--- src/rtl/ctrl_sequencer.sv ---
// ---------------------------------------------------------------------------
// ctrl_sequencer
//
// Purpose:
//   Small micro-sequencer that runs one datapath operation per accepted start
//   request. It steps through up to three control phases (T0/T1/T2) and then
//   emits a one-cycle done pulse. All outputs are registered (Moore style).
//   The registers are loaded from the next-state decode, so each output
//   changes on the same edge as the state it belongs to.
//
// Optional feature:
//   CTRL_SEQ_STEP_EN - when defined, adds the 'step' input. T-states and DONE
//                      advance only on edges where step=1 and otherwise hold
//                      with their outputs unchanged. Accept from IDLE does not
//                      depend on step. When the macro is undefined, the port
//                      does not exist and states advance every cycle.
//
// Ports:
//   clk                 in   system clock, rising edge
//   clear               in   asynchronous active-high reset
//   start               in   run request, taken only while ready=1
//   opcode[1:0]         in   00 LDA, 01 ADDI, 10 MOVZB, 11 CHAIN
//   step                in   single-step enable (CTRL_SEQ_STEP_EN only)
//   imm[DATA_W-1:0]     in   immediate operand, captured on accept
//   ready               out  high in IDLE only
//   RegisterAImmediate  out  latched imm during T0, else 0
//   AddImmediate        out  latched imm during T1, else 0
//   RAout/RBout/RZout   out  bus-drive enables (RBout is reserved and tied 0)
//   RAin/RBin/RZin      out  register-load enables
//   done                out  one-cycle completion pulse
//
// States:
//   state  | meaning
//   -------+---------------------------------------------------------------
//   IDLE   | waiting for start; ready=1
//   T0     | load RA from the immediate (RAin, RegisterAImmediate)
//   T1     | RA onto the bus, add the immediate, load RZ (RAout, RZin)
//   T2     | RZ onto the bus, load RB (RZout, RBin)
//   DONE   | done=1 for one cycle, then back to IDLE
// ---------------------------------------------------------------------------
module ctrl_sequencer #(
    parameter int DATA_W = 32
) (
    input  logic              clk,
    input  logic              clear,
    input  logic              start,
    input  logic [1:0]        opcode,
`ifdef CTRL_SEQ_STEP_EN
    input  logic              step,
`endif
    input  logic [DATA_W-1:0] imm,
    output logic              ready,
    output logic [DATA_W-1:0] RegisterAImmediate,
    output logic [DATA_W-1:0] AddImmediate,
    output logic              RAout,
    output logic              RBout,
    output logic              RZout,
    output logic              RAin,
    output logic              RBin,
    output logic              RZin,
    output logic              done
);

    typedef enum logic [2:0] {
        S_IDLE = 3'd0,
        S_T0   = 3'd1,
        S_T1   = 3'd2,
        S_T2   = 3'd3,
        S_DONE = 3'd4
    } state_t;

    localparam logic [1:0] OP_LDA   = 2'b00;
    localparam logic [1:0] OP_ADDI  = 2'b01;
    localparam logic [1:0] OP_MOVZB = 2'b10;
    localparam logic [1:0] OP_CHAIN = 2'b11;

    state_t            state;
    state_t            state_nxt;
    logic [1:0]        op_q;
    logic [1:0]        op_nxt;
    logic [DATA_W-1:0] imm_q;
    logic [DATA_W-1:0] imm_nxt;
    logic              accept;
    logic              advance;

    // Next values of the registered outputs.
    logic              ready_nxt;
    logic [DATA_W-1:0] ra_imm_nxt;
    logic [DATA_W-1:0] add_imm_nxt;
    logic              ra_out_nxt;
    logic              rz_out_nxt;
    logic              ra_in_nxt;
    logic              rb_in_nxt;
    logic              rz_in_nxt;
    logic              done_nxt;

    // ready is only ever 1 while in IDLE, so this is the accept condition.
    assign accept = start & ready;

`ifdef CTRL_SEQ_STEP_EN
    assign advance = step;
`else
    assign advance = 1'b1;
`endif

    // RB is never driven onto the bus by the current opcode set.
    assign RBout = 1'b0;

    // ------------------------------------------------------------------
    // State register, operand latches and registered outputs
    // ------------------------------------------------------------------
    always_ff @(posedge clk or posedge clear) begin
        if (clear) begin
            state              <= S_IDLE;
            op_q               <= '0;
            imm_q              <= '0;
            ready              <= 1'b1;
            RegisterAImmediate <= '0;
            AddImmediate       <= '0;
            RAout              <= 1'b0;
            RZout              <= 1'b0;
            RAin               <= 1'b0;
            RBin               <= 1'b0;
            RZin               <= 1'b0;
            done               <= 1'b0;
        end else begin
            state              <= state_nxt;
            op_q               <= op_nxt;
            imm_q              <= imm_nxt;
            ready              <= ready_nxt;
            RegisterAImmediate <= ra_imm_nxt;
            AddImmediate       <= add_imm_nxt;
            RAout              <= ra_out_nxt;
            RZout              <= rz_out_nxt;
            RAin               <= ra_in_nxt;
            RBin               <= rb_in_nxt;
            RZin               <= rz_in_nxt;
            done               <= done_nxt;
        end
    end

    // ------------------------------------------------------------------
    // Next-state logic
    // ------------------------------------------------------------------
    always_comb begin
        state_nxt = state;
        op_nxt    = op_q;
        imm_nxt   = imm_q;
        case (state)
            S_IDLE: begin
                if (accept) begin
                    op_nxt  = opcode;
                    imm_nxt = imm;
                    case (opcode)
                        OP_LDA:   state_nxt = S_T0;
                        OP_ADDI:  state_nxt = S_T1;
                        OP_MOVZB: state_nxt = S_T2;
                        OP_CHAIN: state_nxt = S_T0;
                        default:  state_nxt = S_IDLE;
                    endcase
                end
            end
            S_T0: begin
                if (advance) begin
                    state_nxt = (op_q == OP_CHAIN) ? S_T1 : S_DONE;
                end
            end
            S_T1: begin
                if (advance) begin
                    state_nxt = (op_q == OP_CHAIN) ? S_T2 : S_DONE;
                end
            end
            S_T2: begin
                if (advance) begin
                    state_nxt = S_DONE;
                end
            end
            S_DONE: begin
                if (advance) begin
                    state_nxt = S_IDLE;
                end
            end
            default: state_nxt = S_IDLE;
        endcase
    end

    // ------------------------------------------------------------------
    // Output decode from the next state. imm_nxt already holds the freshly
    // captured operand on the accept edge, so T0/T1 show it immediately.
    // ------------------------------------------------------------------
    always_comb begin
        ready_nxt   = 1'b0;
        ra_imm_nxt  = '0;
        add_imm_nxt = '0;
        ra_out_nxt  = 1'b0;
        rz_out_nxt  = 1'b0;
        ra_in_nxt   = 1'b0;
        rb_in_nxt   = 1'b0;
        rz_in_nxt   = 1'b0;
        done_nxt    = 1'b0;
        case (state_nxt)
            S_IDLE: begin
                ready_nxt = 1'b1;
            end
            S_T0: begin
                ra_in_nxt  = 1'b1;
                ra_imm_nxt = imm_nxt;
            end
            S_T1: begin
                ra_out_nxt  = 1'b1;
                rz_in_nxt   = 1'b1;
                add_imm_nxt = imm_nxt;
            end
            S_T2: begin
                rz_out_nxt = 1'b1;
                rb_in_nxt  = 1'b1;
            end
            S_DONE: begin
                done_nxt = 1'b1;
            end
            default: begin
                ready_nxt = 1'b0;
            end
        endcase
    end

    // Only one source may drive the shared bus in any cycle.
    a_bus_onehot: assert property (@(posedge clk) disable iff (clear)
        $onehot0({RAout, RBout, RZout}));

endmodule

--- config.mk ---
export PLATFORM = sky130hd
export DESIGN_NAME = ctrl_sequencer
export DESIGN_NICKNAME = d
export VERILOG_FILES = /design/src/rtl/ctrl_sequencer.sv
export SDC_FILE = /design/constraint.sdc
export NUM_CORES = 1
export LEC_CHECK = 0
export ABC_AREA = 1
export CAP_MARGIN = 15
export CORE_MARGIN = 1
export CORE_UTILIZATION = 43
export DETAILED_ROUTE_END_ITERATION = 16
export MAX_ROUTING_LAYER = met4
export PLACE_DENSITY = 0.76
export SKIP_LAST_GASP = 1
export SLEW_MARGIN = 20
export SYNTH_ARGS = -nofsm -noshare
export SYNTH_HDL_FRONTEND = slang
export SYNTH_SLANG_ARGS = --single-unit
--- constraint.sdc ---
create_clock -name clk -period 3.16 [get_ports clk]
set_clock_uncertainty 0.05 [all_clocks]
set_input_delay 0.474 -clock clk [delete_from_list [all_inputs] [get_ports clk]]
set_output_delay 0.474 -clock clk [all_outputs]
set_load 0.005 [all_outputs]
==> run_1/met3.png <==
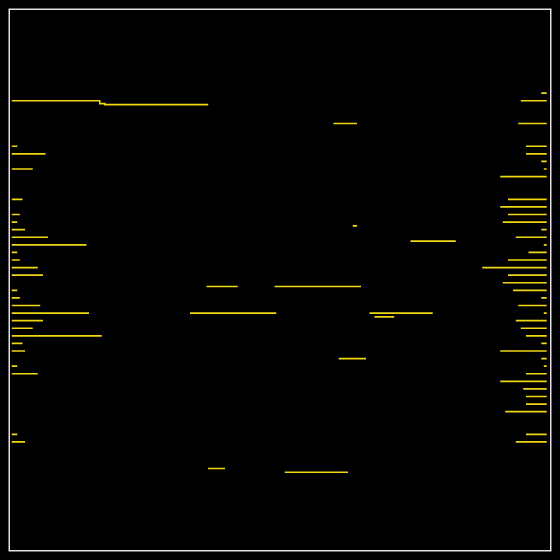
main direction = horizontal
longest straight run = 18.4 um
nets with wire on the layer = 71
via count: 2,585
grt met3 use: 3.76%
Routed WL: 7290 um

==> run_1/final_congestion.png <==
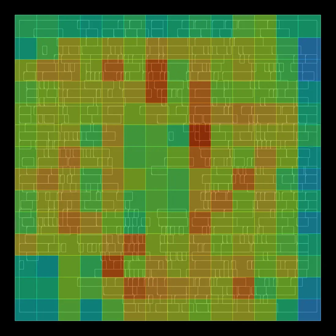
Wirelength per Cell: 12.5 um
GRT met1 Usage: 22.5%
Core Util, Final: 59.7%
GRT busiest layer: met2
GRT met2 Usage: 28.1%

==> run_1/gate_families.png <==
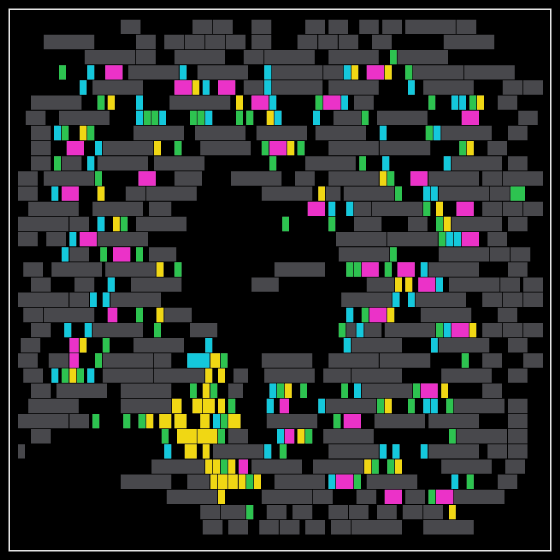
NAND gates -> yellow  # cells 58, most used nand2_1
inverters -> green  # cells 80, most used inv_1, where spread over the die
NOR gates -> cyan  # cells 68, most used nor2_1, where spread over the die
inverting AOI/OAI gates -> magenta  # cells 33, most used o21ai_2, where spread over the die

run 1: stage by stage:
stage | utilization, % | cell area [sq um] | instances | power (mW)
after floorplan | - | 3870 | 363 | 3.13
after global placement | 57.4 | 5000 | 566 | 3.93
after detailed placement | 57.4 | 5000 | 566 | 4.00
after CTS | 59.7 | 5210 | 582 | 4.88
after global routing | 59.7 | 5210 | 582 | 5.18
final | 59.7 | 5210 | 582 | 4.81
run 1: report_power, final:
part	internal [mW]	switching (mW)
combinational	0.901	0.990
clock	0.384	0.475
sequential	1.88	0.176
total	3.17	1.64
run 1: synthesized netlist by cell type (all sizes together):
master	count	area share [%]
dfrtp	105	68
o21ai	33	6.9
nand2	50	5.2
conb	1	0.097
buf	16	3.1
dfstp	1	0.68
nand3	8	1.3
nor2	68	6.8
inv	80	7.8
ha	1	0.32
run 1: final cells by class:
class / instances / area share, %
Inverter: 80 / 5.84
Timing Repair Buffer: 111 / 21.4
Sequential cell: 106 / 50.9
Clock buffer: 9 / 2.38
Tap cell: 108 / 2.59
Multi-Input combinational cell: 161 / 15.3
Clock inverter: 7 / 1.61
run 1: worst paths after layout:
kind / start / slack [ns] / to
max: opcode[1] / 1.14 / RegisterAImmediate[31]$_DFF_PP0_
min: op_q[1]$_DFFE_PP0P_ / 0.46 / op_q[1]$_DFFE_PP0P_
max reg2reg: state[0]$_DFF_PP0_ / 1.35 / RegisterAImmediate[31]$_DFF_PP0_
min reg2reg: op_q[1]$_DFFE_PP0P_ / 0.46 / op_q[1]$_DFFE_PP0P_
max in group asynchronous: clear / 2.05 / AddImmediate[14]$_DFF_PP0_
min in group asynchronous: clear / 0.56 / RegisterAImmediate[16]$_DFF_PP0_
run 1: worst min-delay path, cell delays in order (launching register included):
cell and delay, ns:
dfrtp_1 0.36, nand2_1 0.05, o21ai_0 0.06
==> impl_metrics.env, run 1 <==
# physical design summary
export IMPL_fin_nets=507
export IMPL_dp_hpwl_um=4930
export IMPL_route_detailed_drc=0
export IMPL_antenna_found_initial=0
export IMPL_simple_gate_area_share_pct=13.3
export IMPL_grt_pass1_wl_um=12700
export IMPL_hold_path_class="register to register"
export IMPL_rows=34
export IMPL_fmax_mhz=495
export IMPL_synth_compound_area_share_pct=6.89
export IMPL_postSynthSeqShare_pct=68.6
export IMPL_maxCapViolCount=0
export IMPL_io_buffers=107
export IMPL_cp_num_buf_inv=4
export IMPL_hold_viol=0
export IMPL_rsz0062_at_grt="no"
export IMPL_cts_root_buf="clkbuf_8"
export IMPL_syn_mean_instance_area_sq_um=10.7
export IMPL_grt_remaining_overflow=0
export IMPL_cts_inserted_buffers=9
export IMPL_logic_family="simple AND/OR/NAND/NOR gates"
export IMPL_crit_family="buffers and inverters"
export IMPL_fin_setup_tns_ns=0
export IMPL_holdPathStages=2
export IMPL_grt_max_degree=107
export IMPL_status="complete, no violations"
export IMPL_fp_nets=401
export IMPL_crit_required_ns=3.39
export IMPL_finalMaxSlewViolations=0
export IMPL_met2_length_um=3560
export IMPL_drtIter0Drc=116
export IMPL_hold_ws_ns=0.459
export IMPL_chip_area_sq_um=9380
export IMPL_place_ws_ns=0.734
export IMPL_antenna_cells=0
export IMPL_layout_drive_gt1_share_pct=12.4
export IMPL_track_usage_pct=17.6
export IMPL_ys_cells=363
export IMPL_max_stage_delay_ns=0.45
export IMPL_synth_warnings=0
export IMPL_power_density_nw_per_um2=923
export IMPL_ys_area_sq_um=3870
export IMPL_syn_area_sq_um=3870
export IMPL_path_clk_slew_ns=0.10
export IMPL_gp_congestion=0.772
export IMPL_cp_start_kind="input pin"
export IMPL_cp_arrival_ns=2.25
export IMPL_netlist_instances=363
export IMPL_path_cells="clkdlybuf4s50_1, inv_1, ha_1, inv_1, nand3_1, nand2_1, nand2_1, nand2_2, nand3_2, buf_4, nor2_1"
export IMPL_cp_max_fo=18
export IMPL_clkSinkCount=106
export IMPL_die_w_um=96.9
export IMPL_xor_area_share_pct=0
export IMPL_io_pins=109
==> run_1/registers.png <==
Bar = 20 um. Other sequential cells in the stronger gray, the rest of the logic in the fainter gray.
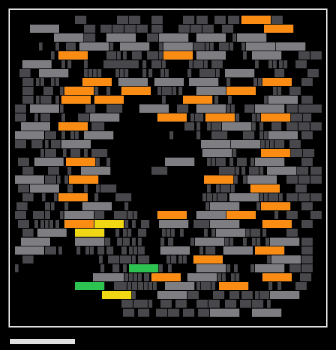

--- run 2 (diff from run 1) ---
--- a/config.mk
+++ b/config.mk
@@ -8,10 +8,10 @@
 export ABC_AREA = 1
 export CAP_MARGIN = 15
 export CORE_MARGIN = 1
-export CORE_UTILIZATION = 43
+export CORE_UTILIZATION = 47
 export DETAILED_ROUTE_END_ITERATION = 16
 export MAX_ROUTING_LAYER = met4
-export PLACE_DENSITY = 0.76
+export PLACE_DENSITY = 0.79
 export SKIP_LAST_GASP = 1
 export SLEW_MARGIN = 20
 export SYNTH_ARGS = -nofsm -noshare
==> constraint.sdc (replaced) <==
create_clock -name clk -period 1.95 [get_ports clk]
set_clock_uncertainty 0.05 [all_clocks]
set_input_delay 0.2925 -clock clk [delete_from_list [all_inputs] [get_ports clk]]
set_output_delay 0.2925 -clock clk [all_outputs]
set_load 0.005 [all_outputs]
==> run_2/registers.png <==
Bar = 20 um. Other sequential cells in the stronger gray, the rest of the logic in the fainter gray.
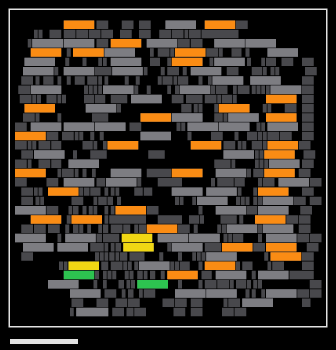
op_q -> green  # placed flops 2
AddImmediate -> orange  # placed flops 32, where spread over the die
state -> yellow  # placed flops 3
not colored = 69

==> run_2/met3.png <==
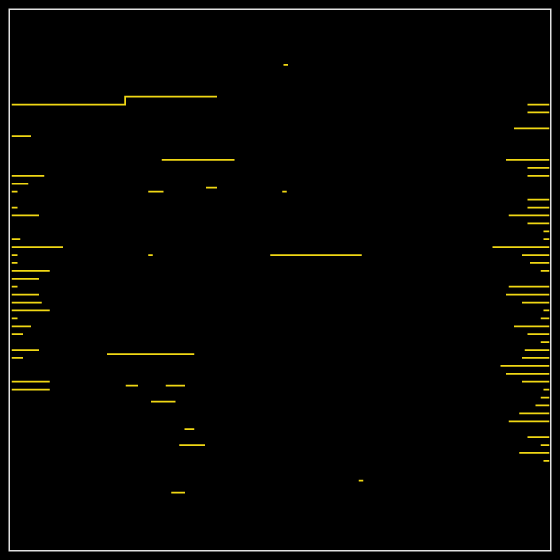
main direction = horizontal
nets with wire on the layer = 69
share of all routed wire = 4.4%
longest straight run = 19.3 um
wire length on this layer = 324 um

==> run 2 against run 1 <==
Design area rose by 1.7%. Synthesized area did not move. Via count shrank 0.77%. Critical path type is now register to primary output. Critical endpoint is now ready.
==> impl_metrics.env, run 2 <==
# physical design summary
export IMPL_status="complete, no violations"
export IMPL_synth_warnings=0
export IMPL_met2_usage_pct=29.1
export IMPL_path_clk_slew_ns=0.10
export IMPL_die_w_um=92.7
export IMPL_cp_max_fo=3
export IMPL_fmax_mhz=574
export IMPL_fp_nets=401
export IMPL_postSynthSeqShare_pct=68.6
export IMPL_dp_cells=564
export IMPL_antenna_cells=0
export IMPL_final_cell_area_sq_um=5300
export IMPL_yosys_top_cells_count="dfrtp_1 (105), inv_1 (78), nor2_1 (67)"
export IMPL_crit_family="flip-flops"
export IMPL_utilization_pct=67.5
export IMPL_rows=32
export IMPL_rsz0062_at_grt="no"
export IMPL_layout_cells_non_filler=580
export IMPL_grt_max_degree=107
export IMPL_edf_count=0
export IMPL_netlist_instances=363
export IMPL_top_cell="dfrtp_1"
export IMPL_grt_remaining_overflow=0
export IMPL_grt_pass1_wl_um=11900
export IMPL_drtIter0Drc=102
export IMPL_post_drt_wl_per_cell_um=12.6
export IMPL_cp_start_kind="register"
export IMPL_powerSeq_mw=3.32
export IMPL_grt_busiest_layer="met2"
export IMPL_async_flop_share_pct=100
export IMPL_chip_area_sq_um=8600
export IMPL_ff_type="dfrtp_1"
export IMPL_vias=2565
export IMPL_dp_hpwl_um=4980
export IMPL_area_leaders="dfrtp_1 (68%), inv_1 (7.6%), nor2_1 (6.5%)"
export IMPL_clkSinkCount=106
export IMPL_top_cell_area_share_pct=67.9
export IMPL_fin_setup_tns_ns=0
export IMPL_gr_usage_met1_pct=24.7
export IMPL_pwr_share_seq_pct=41.2
export IMPL_cts_root_buf="clkbuf_8"
export IMPL_path_cells="clkdlybuf4s50_1"
export IMPL_gp_congestion=0.830
export IMPL_pg_clk_mw=1.51
[run 2: path summary, 6_finish.rpt]
path	from	endpoint	slack [ns]	cells past startpoint
max	ready$_DFF_PP1_	ready	0.21	1
min reg2reg	op_q[0]$_DFFE_PP0P_	op_q[0]$_DFFE_PP0P_	0.43	2
min in group clk	op_q[0]$_DFFE_PP0P_	op_q[0]$_DFFE_PP0P_	0.43	2
max reg2reg	state[0]$_DFF_PP0_	AddImmediate[4]$_DFF_PP0_	0.31	7
max in group asynchronous	clear	ready$_DFF_PP1_	1.06	3
min	clear	imm_q[26]$_DFF_PP0_	0.40	3
[run 2: per-stage QoR]
stage               worst slack, ns  hold WS (ns)
floorplan                     0.335         0.369
global placement              0.119         0.408
detailed placement           0.0602         0.415
CTS                           0.202         0.434
global route                  0.158         0.443
finish                        0.209         0.400
[run 2: area by class of cell]
type,instances,area share (%)
Sequential cell,106,50.1
Timing Repair Buffer,115,22.3
Multi-Input combinational cell,161,15.0
Inverter,80,5.74
Clock buffer,11,2.86
Clock inverter,5,1.61
Tap cell,102,2.41
[run 2: cells by family (layout without fill, tap and decap cells)]
kind of cell | Yosys count | in the layout | synth area share (%)
buffers and inverters | 96 | 211 | 10.9
AND/OR/NAND/NOR | 126 | 126 | 13.3
adder cells (fa/ha/maj) | 1 | 1 | 0.323
flip-flops | 106 | 106 | 68.6
other | 1 | 1 | 0.0969
AND-OR/OR-AND | 33 | 33 | 6.89
[run 2: routing by layer]
layer  routed length (um)  vias to the layer above
li1                     -                     1264
met1                 3290                     1204
met2                 3550                       84
met3                  324                       13
met4                  136                        0
met5                    0                        -
Power is estimated from default activity; no workload was simulated.
